I/O pins on the die edge:
Pins as bars across the die edge, other pins in grey.
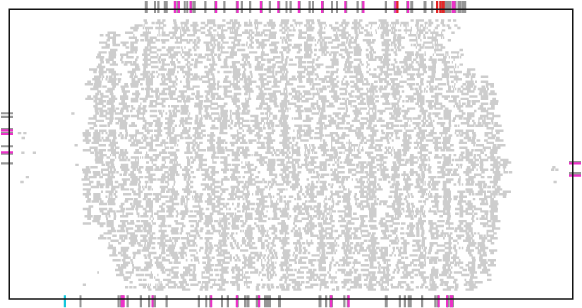
Wiring by layer:
Two of the layers only.
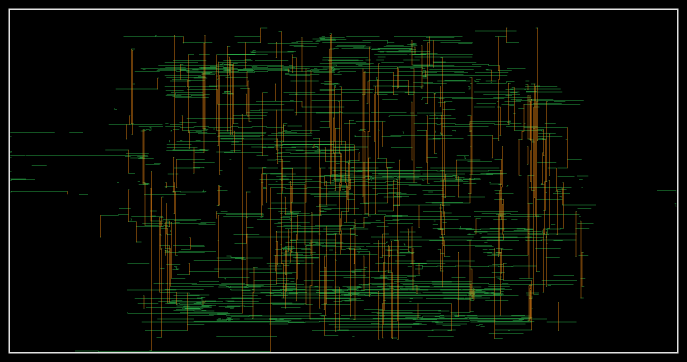
### config.mk
export PLATFORM = sky130hd
export DESIGN_NAME = gpr_file
export DESIGN_NICKNAME = d
export VERILOG_FILES = /design/src/rtl/gpr_pkg.sv /design/src/rtl/gpr_read_port.sv /design/src/rtl/gpr_file.sv
export SDC_FILE = /design/constraint.sdc
export NUM_CORES = 2
export LEC_CHECK = 0
export CELL_PAD_IN_SITES_DETAIL_PLACEMENT = 1
export CELL_PAD_IN_SITES_GLOBAL_PLACEMENT = 2
export CORE_ASPECT_RATIO = 0.5
export CORE_MARGIN = 8
export CORE_UTILIZATION = 35
export CTS_BUF_LIST = sky130_fd_sc_hd__clkbuf_8
export DETAILED_ROUTE_END_ITERATION = 8
export PLACE_DENSITY = 0.7
export RECOVER_POWER = 25
export SYNTH_ARGS = -nofsm -noshare
export SYNTH_HDL_FRONTEND = slang
export SYNTH_HIERARCHICAL = 1
export SYNTH_SLANG_ARGS = --single-unit
export TNS_END_PERCENT = 20
### constraint.sdc
create_clock -name clk_sig -period 80.4 [get_ports clk_sig]
set_input_delay 16.08 -clock clk_sig [delete_from_list [all_inputs] [get_ports clk_sig]]
set_output_delay 16.08 -clock clk_sig [all_outputs]
set_load 0.01 [all_outputs]
### src/rtl/gpr_pkg.sv
// Shared constants and types for the general-purpose register file.
package gpr_pkg;

  localparam int DATA_W    = 32;
  localparam int ADDR_W    = 5;
  localparam int REG_COUNT = 1 << ADDR_W;

  localparam logic [ADDR_W-1:0] ZERO_REG = '0;
  localparam logic [ADDR_W-1:0] LAST_IDX = ADDR_W'(REG_COUNT - 1);

  typedef enum logic [1:0] {
    IDLE,
    DUMP,
    DONE
  } dump_state_e;

endpackage

### src/rtl/gpr_read_port.sv
// Combinational index-to-data mux; index 0 is hardwired to zero.
module gpr_read_port
  import gpr_pkg::*;
(
  input  logic [DATA_W-1:0] regs_i [REG_COUNT],
  input  logic [ADDR_W-1:0] addr_i,
  output logic [DATA_W-1:0] data_o
);

  assign data_o = (addr_i == ZERO_REG) ? '0 : regs_i[addr_i];

endmodule

### src/rtl/gpr_file.sv
// 32x32 register file: negedge write port, two async read ports,
// and a posedge dump sequencer streaming every register once.
module gpr_file
  import gpr_pkg::*;
(
  input  logic              clk_sig,
  input  logic              rst_sig,
  input  logic              wr_en,
  input  logic [ADDR_W-1:0] wr_addr,
  input  logic [DATA_W-1:0] wr_data,
  input  logic [ADDR_W-1:0] rd_addr_a,
  output logic [DATA_W-1:0] rd_data_a,
  input  logic [ADDR_W-1:0] rd_addr_b,
  output logic [DATA_W-1:0] rd_data_b,
  input  logic              dump_req,
  output logic              dump_busy,
  output logic              dump_valid,
  output logic [ADDR_W-1:0] dump_addr,
  output logic [DATA_W-1:0] dump_data,
  output logic              dump_done
);

  logic [DATA_W-1:0] regs_q [REG_COUNT];

  dump_state_e       state_q;
  logic [ADDR_W-1:0] idx_q;
  logic              busy_q;
  logic              valid_q;
  logic              done_q;
  logic [ADDR_W-1:0] daddr_q;
  logic [DATA_W-1:0] ddata_q;
  logic [DATA_W-1:0] samp_data;

  // Falling-edge write lets decode see write-back in the same cycle.
  always_ff @(negedge clk_sig or posedge rst_sig) begin
    if (rst_sig) begin
      for (int i = 0; i < REG_COUNT; i++) begin
        regs_q[i] <= '0;
      end
    end else if (wr_en && (wr_addr != ZERO_REG)) begin
      regs_q[wr_addr] <= wr_data;
    end
  end

  gpr_read_port u_port_a (
    .regs_i (regs_q),
    .addr_i (rd_addr_a),
    .data_o (rd_data_a)
  );

  gpr_read_port u_port_b (
    .regs_i (regs_q),
    .addr_i (rd_addr_b),
    .data_o (rd_data_b)
  );

  gpr_read_port u_port_dump (
    .regs_i (regs_q),
    .addr_i (idx_q),
    .data_o (samp_data)
  );

  always_ff @(posedge clk_sig or posedge rst_sig) begin
    if (rst_sig) begin
      state_q <= IDLE;
      idx_q   <= '0;
      busy_q  <= 1'b0;
      valid_q <= 1'b0;
      done_q  <= 1'b0;
      daddr_q <= '0;
      ddata_q <= '0;
    end else begin
      valid_q <= 1'b0;
      done_q  <= 1'b0;
      unique case (state_q)
        IDLE: begin
          busy_q <= dump_req;
          if (dump_req) begin
            state_q <= DUMP;
            idx_q   <= '0;
          end
        end
        DUMP: begin
          valid_q <= 1'b1;
          daddr_q <= idx_q;
          ddata_q <= samp_data;
          idx_q   <= idx_q + 1'b1;
          if (idx_q == LAST_IDX) begin
            state_q <= DONE;
          end
        end
        DONE: begin
          done_q  <= 1'b1;
          state_q <= IDLE;
        end
        default: begin
          state_q <= IDLE;
        end
      endcase
    end
  end

  assign dump_busy  = busy_q;
  assign dump_valid = valid_q;
  assign dump_addr  = daddr_q;
  assign dump_data  = ddata_q;
  assign dump_done  = done_q;

endmodule

==> results_slide.txt <==
Flow Results at a Glance

Status
  – Status: finished, violations left
  – Violations in the final reports: capacitance limit, slew limit

CTS
  – Clock slew seen by the registers of the worst setup and hold paths: 0.04 ns
  – Clock tree buffer depth: 3
  – Number of hold buffers added after cts: 0
  – CTS resizes: 0
  – Clock sink total: 1071
  – Clock latency on the worst-skew pair: 0.95 ns
  – Library cell used as clock root buffer: sky130_fd_sc_hd__clkbuf_8

Routing
  – Total wire length after detailed routing: 259000 microns
  – Routed wl met3: 23800 microns
  – Post-detailed-route wirelength per cell: 37.0 microns
  – Routed met1 length: 105000 microns
  – ANT nets after route: 0
  – Vias per inst: 6.49

Power
  – Post-route total power: 2.08 mW
  – Worst VDD drop: 0.0305 mV

Worst setup path
  – Crit start category: primary input
  – Data arrival, critical path: 25.92 ns
  – CP endpoint kind: asynchronous set/reset pin
  – Critical-path maximum fanout: 156

Layout
  – Most numerous logic cells after layout: sky130_fd_sc_hd__mux2_2, sky130_fd_sc_hd__dfrtn_1, sky130_fd_sc_hd__mux4_2
  – Multi-input logic area: 35300 sq um

Logic synthesis
  – Number of flip-flops and latches in the synthesized netlist: 1071
  – Synth top area share: 39.5%
  – Sequential share of the synthesized area: 41.3%
  – Number of standard cells after synthesis: 4471
  – Number of synthesized flops with an enable pin: 0
  – Count of cell types in the netlist: 44
  – Most popular library cell in the synthesized design by count: sky130_fd_sc_hd__mux2_2
  – Warning count from the yosys run: 6
  – Async set-or-reset flop fraction in the synthesized netlist: 100%

Timing
  – Sum of negative setup slack: 0 ns
  – Max Clock Skew: 0.180 ns
  – Transition at the pin with the smallest max-transition slack: 8.83 ns
  – Final number of max-transition violations: 868
  – Final Setup Violations: 0
  – Worst slew slack as a fraction of its limit: -489%

Floorplanning
  – Chip Footprint: 200000 sq um
  – Row cnt: 111
  – Number of I/O pins: 155
  – Core Footprint: 184000 sq um

Min path
  – Classification of the worst-slack hold path: register to register

GRT
  – Total gr overflow: 0
  – Pin count of the biggest net entering global routing: 168
  – Vias in the first global route: 49000
  – GRT Util Overall: 25.5%

Flow run
  – Max-capacitance violation count: 16

Placement
  – Total half-perimeter wirelength after legalization and detailed placement: 146000 microns
-- 'I/O pins on the die edge' (at the start) --
Red is dump_addr, pins 5, direction output, edge top. Magenta is rd_data_a, pins 32, direction output, edge 15 top, 12 bottom, 3 left, 2 right. Cyan is clk_sig, pins 1, direction input, edge bottom.
All pins by edge: 77 top, 63 bottom, 10 left, 5 right.
Port Buffer Count: 154
Die Y-Extent: 321 microns
die x size: 625 microns

-- 'wiring by layer' (at the start) --
Green is M3, wire length 23.8 mm. Orange is M4, wire length 12600 microns.

==> through the flow <==
stage / worst slack, ns / area (sq um)
detailed placement: 19.46 / 67800
finish: 13.19 / 71300
global placement: 19.67 / 67800
CTS: 20.35 / 71400
global route: 11.21 / 71300
floorplan: 9.75 / 64900
==> registers in the layout, summed over array words and instances (netlist names) <==
register and count:
regs_q 1024, idx_q 5, dump_addr 5, dump_data 32, state_q 2, dump_done 1, dump_busy 1, dump_valid 1
==> cells by family (layout without fill, tap and decap cells) <==
group	Yosys count	in the layout	share of synthesized area (%)
simple gates	338	338	2.56
buf+inv	547	595	4.65
flops	1071	1071	41.3
mux	1955	1955	45.2
fa+ha+maj	2	2	0.0385
other cells	0	8	0
compound gates	558	558	6.26
==> path summary, 6_finish.rpt <==
| kind | start | to | slack [ns] | cells past startpoint |
|---|---|---|---|---|
| worst min register to register | regs_q[998]$_DFFE_NP0P_ | regs_q[998]$_DFFE_NP0P_ | 0.36 | 0 |
| worst min-delay path | regs_q[998]$_DFFE_NP0P_ | regs_q[998]$_DFFE_NP0P_ | 0.36 | 0 |
| worst max-delay path | rst_sig | regs_q[985]$_DFFE_NP0P_ | 13.19 | 4 |
| min in group asynchronous | rst_sig | dump_data[6]$_DFFE_PP0P_ | 17.42 | 3 |
| max in group clk_sig | wr_addr[1] | regs_q[117]$_DFFE_NP0P_ | 20.07 | 5 |
| worst max register to register | regs_q[441]$_DFFE_NP0P_ | dump_data[25]$_DFFE_PP0P_ | 37.98 | 6 |
==> power by group <==
part	total [mW]	leakage, nW	internal (mW)	switching [mW]
Sequential	0.778	13.7	0.660	0.118
Combinational	0.796	13.6	0.383	0.413
Clock	0.504	2.08	0.255	0.249
Total	2.08	29.4	1.30	0.781
==> layout make-up <==
cell class | count | area share (%)
flip-flops and latches | 1071 | 37.6
multi-input cells | 2853 | 49.5
diodes | 8 | 0.0281
clock inverters | 98 | 0.704
repair buffers | 267 | 3.40
well taps | 2486 | 4.36
inverters | 6 | 0.0439
clock buffers | 224 | 4.32
==> routing by layer <==
metal	up-vias	GRT usage, %
li1	17500	-
met1	24900	33.8
met4	4	12.2
met2	2448	39.2
met5	-	0
met3	680	6.34
==> worst max-delay path, stage by stage <==
cell and delay, ns:
sky130_fd_sc_hd__dlygate4sd3_1 0.56, sky130_fd_sc_hd__clkinvlp_2 0.72, sky130_fd_sc_hd__clkbuf_1 2.00, sky130_fd_sc_hd__clkbuf_1 6.22
Power is estimated from default activity; no workload was simulated.
